## src/rtl/axi_arb_pkg.sv

```systemverilog
// Shared types and constants for the AXI write-channel arbiter and its helpers.
package axi_arb_pkg;
  typedef enum logic [1:0] {IDLE, AW, W, B} arb_state_e;

  localparam logic [1:0] AXI_RESP_OKAY   = 2'b00;
  localparam logic [1:0] AXI_RESP_SLVERR = 2'b10;

  // Index width that stays legal for a single requester.
  function automatic int idx_w(input int n);
    return (n > 1) ? $clog2(n) : 1;
  endfunction
endpackage

```

## src/rtl/axi_wr_arbiter_rr_pick.sv

```systemverilog
// Round-robin picker: first requester strictly after last_i, wrapping to 0.
// Purely combinational, zero latency; no backpressure.
module rr_pick import axi_arb_pkg::*; #(
  parameter int N  = 2,
  parameter int IW = idx_w(N)
) (
  input  logic [N-1:0]  req_i,
  input  logic [IW-1:0] last_i,
  output logic [N-1:0]  gnt_oh_o,
  output logic [IW-1:0] idx_o,
  output logic          vld_o
);
  always_comb begin
    gnt_oh_o = '0;
    idx_o    = '0;
    vld_o    = 1'b0;
    // Two passes: indices above last first, then wrap around to the rest.
    for (int i = 0; i < N; i++) begin
      if (!vld_o && req_i[i] && (IW'(i) > last_i)) begin
        gnt_oh_o[i] = 1'b1;
        idx_o       = IW'(i);
        vld_o       = 1'b1;
      end
    end
    for (int i = 0; i < N; i++) begin
      if (!vld_o && req_i[i] && (IW'(i) <= last_i)) begin
        gnt_oh_o[i] = 1'b1;
        idx_o       = IW'(i);
        vld_o       = 1'b1;
      end
    end
  end
endmodule

```

## src/rtl/axi_wr_arbiter.sv

```systemverilog
// Shares one AXI4 write channel among NUM_M masters, one whole AW/W/B transaction at a time, round-robin.
// Grant 1 cycle after AWVALID in IDLE; payload is combinational; non-owners and early W see ready low.
module axi_wr_arbiter import axi_arb_pkg::*; #(
  parameter int NUM_M  = 2,
  parameter int ADDR_W = 32,
  parameter int DATA_W = 32
) (
  input  logic                      ACLK,
  input  logic                      ARESETn,
  input  logic [NUM_M-1:0]          m_awvalid,
  output logic [NUM_M-1:0]          m_awready,
  input  logic [NUM_M*ADDR_W-1:0]   m_awaddr,
  input  logic [NUM_M*8-1:0]        m_awlen,
  input  logic [NUM_M-1:0]          m_wvalid,
  output logic [NUM_M-1:0]          m_wready,
  input  logic [NUM_M*DATA_W-1:0]   m_wdata,
  input  logic [NUM_M*DATA_W/8-1:0] m_wstrb,
  input  logic [NUM_M-1:0]          m_wlast,
  output logic [NUM_M-1:0]          m_bvalid,
  input  logic [NUM_M-1:0]          m_bready,
  output logic [NUM_M*2-1:0]        m_bresp,
  output logic                      s_awvalid,
  input  logic                      s_awready,
  output logic [ADDR_W-1:0]         s_awaddr,
  output logic [7:0]                s_awlen,
  output logic                      s_wvalid,
  input  logic                      s_wready,
  output logic [DATA_W-1:0]         s_wdata,
  output logic [DATA_W/8-1:0]       s_wstrb,
  output logic                      s_wlast,
  input  logic                      s_bvalid,
  output logic                      s_bready,
  input  logic [1:0]                s_bresp,
  output logic [NUM_M-1:0]          grant,
  output logic                      busy
);
  localparam int IW = idx_w(NUM_M);
  localparam int SW = DATA_W / 8;

  arb_state_e       state_q, state_d;
  logic [IW-1:0]    gnt_idx_q, gnt_idx_d;
  logic [IW-1:0]    last_q, last_d;
  logic [NUM_M-1:0] gnt_oh_q, gnt_oh_d;

  logic [NUM_M-1:0] pick_oh;
  logic [IW-1:0]    pick_idx;
  logic             pick_vld;

  rr_pick #(.N(NUM_M), .IW(IW)) u_pick (
    .req_i    (m_awvalid),
    .last_i   (last_q),
    .gnt_oh_o (pick_oh),
    .idx_o    (pick_idx),
    .vld_o    (pick_vld)
  );

  always_ff @(posedge ACLK) begin
    if (!ARESETn) begin
      state_q   <= IDLE;
      gnt_idx_q <= '0;
      gnt_oh_q  <= '0;
      last_q    <= IW'(NUM_M - 1);
    end else begin
      state_q   <= state_d;
      gnt_idx_q <= gnt_idx_d;
      gnt_oh_q  <= gnt_oh_d;
      last_q    <= last_d;
    end
  end

  always_comb begin
    state_d   = state_q;
    gnt_idx_d = gnt_idx_q;
    gnt_oh_d  = gnt_oh_q;
    last_d    = last_q;
    case (state_q)
      IDLE: if (pick_vld) begin
        state_d   = AW;
        gnt_idx_d = pick_idx;
        gnt_oh_d  = pick_oh;
      end
      AW: if (s_awvalid && s_awready) state_d = W;
      // WLAST alone closes the burst; AWLEN is only forwarded.
      W:  if (s_wvalid && s_wready && s_wlast) state_d = B;
      B:  if (s_bvalid && s_bready) begin
        state_d  = IDLE;
        gnt_oh_d = '0;
        last_d   = gnt_idx_q;
      end
      default: state_d = IDLE;
    endcase
  end

  always_comb begin
    s_awvalid = (state_q == AW) && m_awvalid[gnt_idx_q];
    s_awaddr  = m_awaddr[int'(gnt_idx_q)*ADDR_W +: ADDR_W];
    s_awlen   = m_awlen[int'(gnt_idx_q)*8 +: 8];
    s_wvalid  = (state_q == W) && m_wvalid[gnt_idx_q];
    s_wdata   = m_wdata[int'(gnt_idx_q)*DATA_W +: DATA_W];
    s_wstrb   = m_wstrb[int'(gnt_idx_q)*SW +: SW];
    s_wlast   = m_wlast[gnt_idx_q];
    s_bready  = (state_q == B) && m_bready[gnt_idx_q];
    m_awready = gnt_oh_q & {NUM_M{(state_q == AW) && s_awready}};
    m_wready  = gnt_oh_q & {NUM_M{(state_q == W) && s_wready}};
    m_bvalid  = gnt_oh_q & {NUM_M{(state_q == B) && s_bvalid}};
    m_bresp   = '0;
    for (int i = 0; i < NUM_M; i++) begin
      if (gnt_oh_q[i]) m_bresp[i*2 +: 2] = s_bresp;
    end
    grant = gnt_oh_q;
    busy  = (state_q != IDLE);
  end
endmodule

```

## config.mk

```make
export PLATFORM = sky130hd
export DESIGN_NAME = axi_wr_arbiter
export DESIGN_NICKNAME = d
export VERILOG_FILES = /design/src/rtl/axi_arb_pkg.sv /design/src/rtl/axi_wr_arbiter_rr_pick.sv /design/src/rtl/axi_wr_arbiter.sv
export SDC_FILE = /design/constraint.sdc
export NUM_CORES = 1
export LEC_CHECK = 0
export ABC_AREA = 1
export ABC_CLOCK_PERIOD_IN_PS = 3000
export CAP_MARGIN = 20
export CORE_AREA = 2 2 100 102
export DETAILED_ROUTE_END_ITERATION = 8
export DIE_AREA = 0 0 102 104
export MAX_ROUTING_LAYER = met4
export PLACE_DENSITY = 0.64
export SYNTH_ARGS = -nofsm -noshare
export SYNTH_HDL_FRONTEND = slang
export SYNTH_SLANG_ARGS = --single-unit
```

## constraint.sdc

```tcl
create_clock -name ACLK -period 3 [get_ports ACLK]
set_input_delay 0.45 -clock ACLK [delete_from_list [all_inputs] [get_ports ACLK]]
set_output_delay 0.45 -clock ACLK [all_outputs]
set_load 0.03 [all_outputs]
```

Fig. 1: run 1, gate-type map
(4 px per µm)
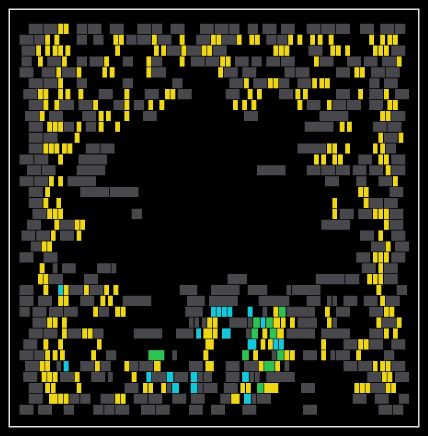
inverting AOI/OAI gates: marked green, cells 10. NOR gates: marked cyan, cells 20, where bottom middle. NAND gates: marked yellow, cells 260, where spread over the die.
filler-free cell count of the finished design: 725
multi-input gate share of the layout cell area: 28.4%
most frequent standard cell in the layout excluding fill and tap cells: sky130_fd_sc_hd__nand2_1

Fig. 2: run 1, metal layers overlaid
(4 px per µm) Two of the layers only.
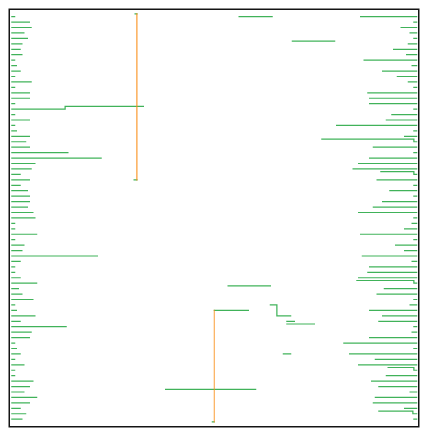
met4: marked orange, wire length 69.4 µm. met3: marked green, wire length 956 µm.
Total GRT Usage: 15.1%
detailed-route wire length: 8590 µm
overall via count from detail_route: 2888
Wirelength per Cell: 11.9 µm

Fig. 3: run 1, congestion heat map
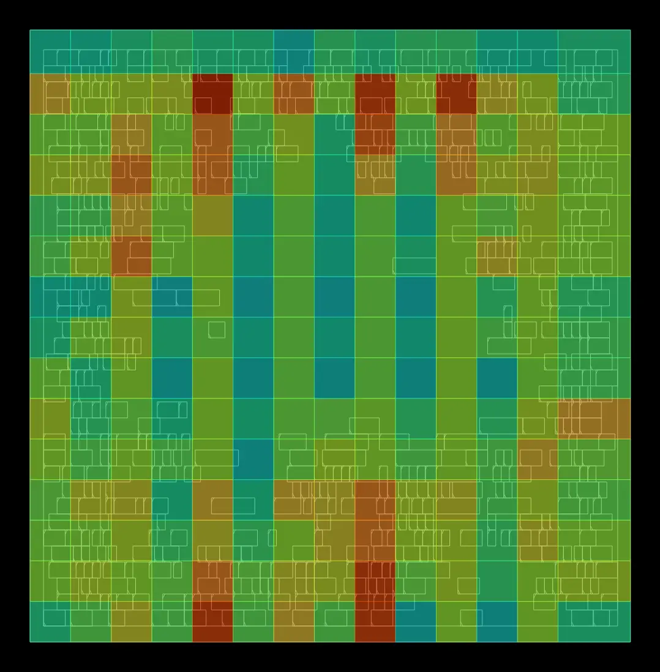
GR met2 Demand/Resource: 28.7%
global-route met3 utilization: 3.02%
Core Util, Final: 45.0%
met1 Track Usage GR: 16.1%
busiest layer in global routing: met2

Fig. 4: run 1, layout detail
Region (36, 58) to (66, 88) µm. Cells in gray, sequential cells in the stronger gray; small squares are vias.
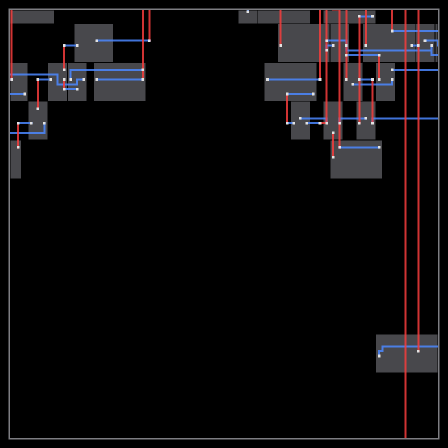
met1: marked blue. met2: marked red.
Sequential cells in the window: 0. Most frequent: nand2_1 (10), clkdlybuf4s50_1 (5). 17 logic cells have their middle in the window.

==> CHANGELOG.md, run 1 <==
### Implementation results

* Filler cell count at 1020
* Cts bufs inserted at 3
* CTS tree: yes
* Tightest hold margin at 0.495 ns
* Met2 WL post-DR at 4260 µm
* Area of placed instances at 4260 µm²
* Non-clock inverter total of the final layout at 24
* Max Fanout on Critical Path at 42
* Number of max-cap violations at 0
* Drt first-iter violations at 55
* Min cycle time layout at 2.50 ns
* Data buffer area share at 61.9%
* Initial standard-cell utilization of the core at 15.8%
* Count of hold-fix buffers inserted at cts at 0
* Top routing layer in use: met4
* First-pass GRT wire length at 12800 µm
* Sequential cell count at 6
* Worst-path clk slew at 0.04 ns
* Outcome: finished, final reports clean
* Number of setup violations in the final report at 0
* Number of pins exceeding their max-slew limit in the final report at 0
* Tally of OpenROAD warnings at 30
* Required time reported for the critical path endpoint at 2.55 ns
* Crit path capture: s_awaddr[31]
* Final worst slack at 0.498 ns
* Synth warnings at 0
* Sum of met3 wire segment lengths after detailed routing at 956 µm
* Die boundary height at 104 µm
* Met1 routed wirelength after detailed routing at 3300 µm
* Maximum buffer depth of the clock tree at 2
* Yosys top cell area share at 62.5%
* Post-synthesis compound-gate area fraction at 3.90%
* Largest net degree at the start of global routing at 83
* Flop share of the area at 2.82%
* Port-buffer cells at 259
* Horizontal die size at 102 µm
* Startpoint kind of the worst setup timing path: register
* Postcts setup bufs at 0
* Master cell of the clock root buffer: sky130_fd_sc_hd__clkbuf_8
* Post-synthesis average cell area at 4.38 µm²
* Top cell type by total area after synthesis: sky130_fd_sc_hd__nand2_1
* Number of placed instances, taps included at 722
* Leakage dissipation at 2.15 nW
* Origin of the worst min-delay path: last_q$_SDFFE_PN1P_
* Area Growth Syn to Fin at 185%
* Initial antenna violation count at 0
* Design Power at 2.47 mW
* Proportion of layout cells with a drive suffix above 1 at 12.3%
* Std cell rows at 36
* Sequential area share after synthesis at 7.97%
* Hold WC Path Type: register to register
* Number of resized instances in the post-cts repair step at 0
* Number of tapcells at 133
* Count of distinct cell types in the synthesized netlist at 23
* Startpoint of the worst register-to-register path: gnt_idx_q$_SDFFE_PN0P_
* Final hold violations at 0
* GRT overflow at 0
* Insertion delay of the later-clocked pin in the worst-skew pair at 0.22 ns
* Clock-cell share of area at 0.961%
* Number of clock sinks seen by CTS at 6
* Worst setup path startpoint: gnt_idx_q$_SDFFE_PN0P_
## run 1: logic make-up after synthesis
logic type	Yosys count
buffers and inverters	41
and+or+nand+nor	282
DFF	6
adders and majority gates	5
AOI/OAI and AO/OA	10
## run 1: where the power goes
group          total, mW  leakage (nW)  internal, mW  switching, mW
sequential         0.132        0.0497         0.105         0.0274
combinational       2.22          2.08         0.929           1.29
clock              0.119        0.0216        0.0860         0.0330
## run 1: worst max-delay path, cell delays in order (launching register included)
cell and delay [ns]:
sky130_fd_sc_hd__dfxtp_2 0.33, sky130_fd_sc_hd__inv_2 0.53, sky130_fd_sc_hd__nand2_1 0.20, sky130_fd_sc_hd__nand2_1 0.10, sky130_fd_sc_hd__clkdlybuf4s50_1 0.66
## run 1: cells in the final DEF (no fill, tap or decap)
cell type and count:
sky130_fd_sc_hd__inv_1 22, sky130_fd_sc_hd__a21oi_1 5, sky130_fd_sc_hd__o21ai_0 2, sky130_fd_sc_hd__nand3_2 1, sky130_fd_sc_hd__nor2_1 12, sky130_fd_sc_hd__clkbuf_8 3, sky130_fd_sc_hd__nand3_1 3, sky130_fd_sc_hd__o21ai_1 1
sky130_fd_sc_hd__nand2_2 2, sky130_fd_sc_hd__nand4_1 3, sky130_fd_sc_hd__and2_1 1, sky130_fd_sc_hd__inv_2 2, sky130_fd_sc_hd__and3_1 1, sky130_fd_sc_hd__nand2_1 251, sky130_fd_sc_hd__o211ai_1 1, sky130_fd_sc_hd__clkdlybuf4s50_1 201
sky130_fd_sc_hd__buf_12 15, sky130_fd_sc_hd__o21bai_2 1, sky130_fd_sc_hd__buf_4 46, sky130_fd_sc_hd__nor2_2 2, sky130_fd_sc_hd__dfxtp_1 5, sky130_fd_sc_hd__ha_1 5, sky130_fd_sc_hd__dfxtp_2 1, sky130_fd_sc_hd__nor3_1 6
Fig. 5: run 1, metal 1
(4 px per µm) Supply wires on this layer in gray.
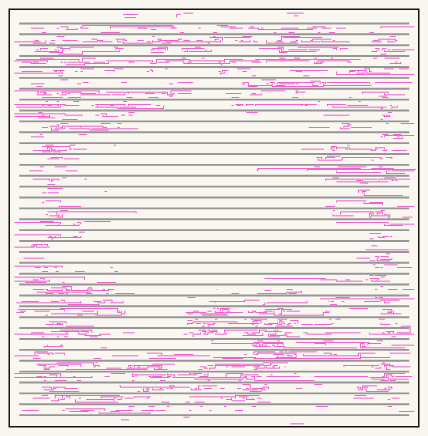

==> run 2, diff against run 1 <==
--- a/config.mk
+++ b/config.mk
@@ -6,13 +6,13 @@
 export NUM_CORES = 1
 export LEC_CHECK = 0
 export ABC_AREA = 1
-export ABC_CLOCK_PERIOD_IN_PS = 3000
+export ABC_CLOCK_PERIOD_IN_PS = 2200
 export CAP_MARGIN = 20
-export CORE_AREA = 2 2 100 102
+export CORE_AREA = 2 2 101 103
 export DETAILED_ROUTE_END_ITERATION = 8
-export DIE_AREA = 0 0 102 104
+export DIE_AREA = 0 0 103 105
 export MAX_ROUTING_LAYER = met4
-export PLACE_DENSITY = 0.64
+export PLACE_DENSITY = 0.65
 export SYNTH_ARGS = -nofsm -noshare
 export SYNTH_HDL_FRONTEND = slang
 export SYNTH_SLANG_ARGS = --single-unit
==> constraint.sdc (replaced) <==
create_clock -name ACLK -period 2.2 [get_ports ACLK]
set_input_delay 0.33 -clock ACLK [delete_from_list [all_inputs] [get_ports ACLK]]
set_output_delay 0.33 -clock ACLK [all_outputs]
set_load 0.03 [all_outputs]
Fig. 6: run 2, metal 1
(4 px per µm) Supply wires on this layer in gray.
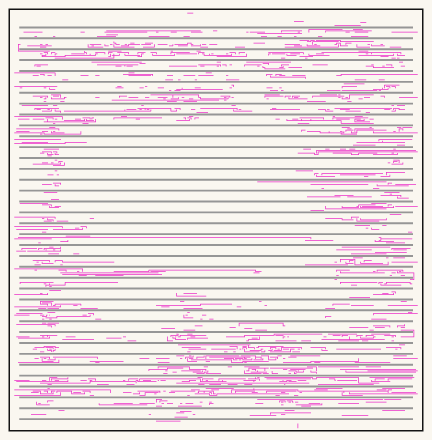
The longest straight run is 73.1 µm. The layer holds 40% of the routed length. 624 nets have wire on it. The layer carries 3630 µm of wire. The wires run mostly horizontal.
detailed-route wire length: 9170 µm
overall via count from detail_route: 2961
met1 Track Usage GR: 17.7%

Fig. 7: run 2, layout detail
Region (36, 58) to (66, 88) µm. Cells in gray, sequential cells in the stronger gray; small squares are vias.
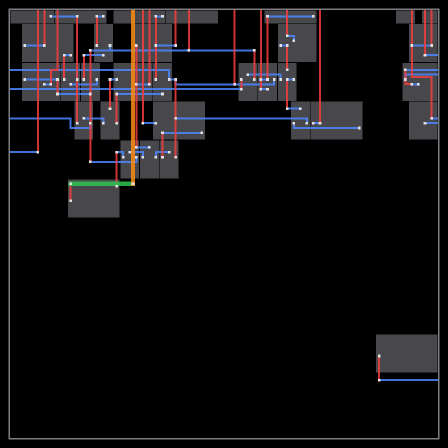
met4: marked orange. met3: marked green. met2: marked red. met1: marked blue.
24 logic cells have their middle in the window. Sequential cells in the window: 0. Most frequent: nand2_1 (13), clkdlybuf4s50_1 (5), buf_4 (5).

==> CHANGELOG.md, run 2 <==
### Implementation results

* Outcome: finished, final reports clean
* Most frequent cells in the layout: sky130_fd_sc_hd__nand2_1, sky130_fd_sc_hd__clkdlybuf4s50_1, sky130_fd_sc_hd__buf_4, sky130_fd_sc_hd__inv_1, sky130_fd_sc_hd__buf_12
* Port-buffer cells at 259
* Required time reported for the critical path endpoint at 1.87 ns
* Most frequent standard cell in the layout excluding fill and tap cells: sky130_fd_sc_hd__nand2_1
* Count of distinct cell types in the synthesized netlist at 23
* Hold WC Path Type: register to register
* Crit path capture: s_wvalid
* Max Fanout on Critical Path at 2
* Origin of the worst min-delay path: last_q$_SDFFE_PN1P_
* Tally of OpenROAD warnings at 30
* CTS tree: yes
* Post-synthesis average cell area at 4.38 µm²
* Filler cell count at 1033
* GRT overflow at 0
* Top cell type by total area after synthesis: sky130_fd_sc_hd__nand2_1
* Area of placed instances at 4220 µm²
* Initial standard-cell utilization of the core at 15.6%
* Number of placed instances, taps included at 723
* Synth warnings at 0
* Worst setup path startpoint: m_wvalid[1]
* Tightest hold margin at 0.505 ns
* Drt first-iter violations at 152
* Share of total power in combinational logic at 89.7%
* Final hold violations at 0
* Placer's final routability congestion estimate at 0.853
* Total GRT Usage at 15.5%
* Total cells reported by yosys after synthesis at 344
* Yosys top cell area share at 62.5%
* Std cell rows at 36
* Min cycle time layout at 2.09 ns
* Initial antenna violation count at 0
* Horizontal die size at 103 µm
* Filler-free cell count of the finished design at 726
* Buffering stage count on the worst path with inverters included at 3
* Count of TritonRoute iterations in the first routing pass at 5
* Startpoint of the worst register-to-register path: gnt_idx_q$_SDFFE_PN0P_
* Count of hold-fix buffers inserted at cts at 0
* First-pass GRT wire length at 13100 µm
* Total cell area reported by yosys after synthesis at 1510 µm²
* Startpoint kind of the worst setup timing path: primary input
* Largest net degree at the start of global routing at 46
* Number of clock sinks seen by CTS at 6
* Design Power at 3.34 mW
* Cts bufs inserted at 3
* End of the worst register-to-register path: state_q[0]$_SDFFE_PN0P_
* Worst-path clk slew at 0.04 ns
* Number of max-cap violations at 0
* Area Growth Syn to Fin at 183%
* Sequential area share after synthesis at 7.97%
* Flop pwr share at 5.5%
* Die boundary height at 105 µm
* Cell count along the critical path at 6
* Dominant delay contributor by cell family on the critical path: buffers and inverters
* Max stage delay cell, worst path: sky130_fd_sc_hd__clkdlybuf4s50_1
* Number of pins exceeding their max-slew limit in the final report at 0
* Postcts setup bufs at 0
* Final worst slack at 0.114 ns
* Insertion delay of the later-clocked pin in the worst-skew pair at 0.22 ns
* Proportion of layout cells with a drive suffix above 1 at 16.4%
* Net switching power at 1.86 mW
* Maximum buffer depth of the clock tree at 2
* Wirelength per Cell at 12.6 µm
* Number of setup violations in the final report at 0
* Post-synthesis compound-gate area fraction at 3.90%
* Clk network pwr share at 4.8%
* Master cell of the clock root buffer: sky130_fd_sc_hd__clkbuf_8
* Cell internal power dissipation at 1.48 mW
* CP cell instances: clkdlybuf4s50_1 -> nand2_2 -> inv_2 -> nor2_1 -> nor2_1 -> clkdlybuf4s50_1
* Switching share of total power at 55.7%
* Peak per-stage delay on the critical path at 0.60 ns
## run 2: cell counts after synthesis
Identical to the previous run, type by type.
## run 2: metal layers
layer / up-vias / routed length, µm / track usage [%] / share of wire [%]
met1: 1265 / 3630 / 17.7 / 40
met2: 170 / 4530 / 28.7 / 49
li1: 1522 / - / - / -
met3: 4 / 936 / 2.47 / 10
met5: - / 0 / - / 0
met4: 0 / 69 / 2.35 / 0.75
## run 2: worst reg2reg max path, cell delays in order (launching register included)
cell	delay (ns)
sky130_fd_sc_hd__dfxtp_2	0.38
sky130_fd_sc_hd__buf_4	0.38
sky130_fd_sc_hd__nand2_2	0.11
sky130_fd_sc_hd__nand2_1	0.12
sky130_fd_sc_hd__nand3_2	0.09
sky130_fd_sc_hd__nand2_1	0.07
sky130_fd_sc_hd__o21ai_1	0.08
sky130_fd_sc_hd__nor2_2	0.15
sky130_fd_sc_hd__nor2_1	0.06
sky130_fd_sc_hd__nor2_1	0.10
## run 2: power groups by stage
stage / clock network [mW] / registers, mW / logic [mW]
after floorplan: 0 / 0.187 / 1.64
after global placement: 0 / 0.183 / 2.99
after detailed placement: 0 / 0.186 / 3.02
after CTS: 0.168 / 0.185 / 3.03
after global routing: 0.175 / 0.192 / 3.22
final: 0.162 / 0.184 / 3.00
## run 2: area by class of cell
type	count	area, µm²	share of cell area (%)
timing repair buffer	263	2630	61.6
multi-input combinational	297	1220	28.6
tap	133	166	3.90
sequential	6	121	2.84
inverter	24	90.1	2.11
clock buffer	3	41.3	0.967
Power figures rest on the tool's default switching activity, not on a simulated workload.
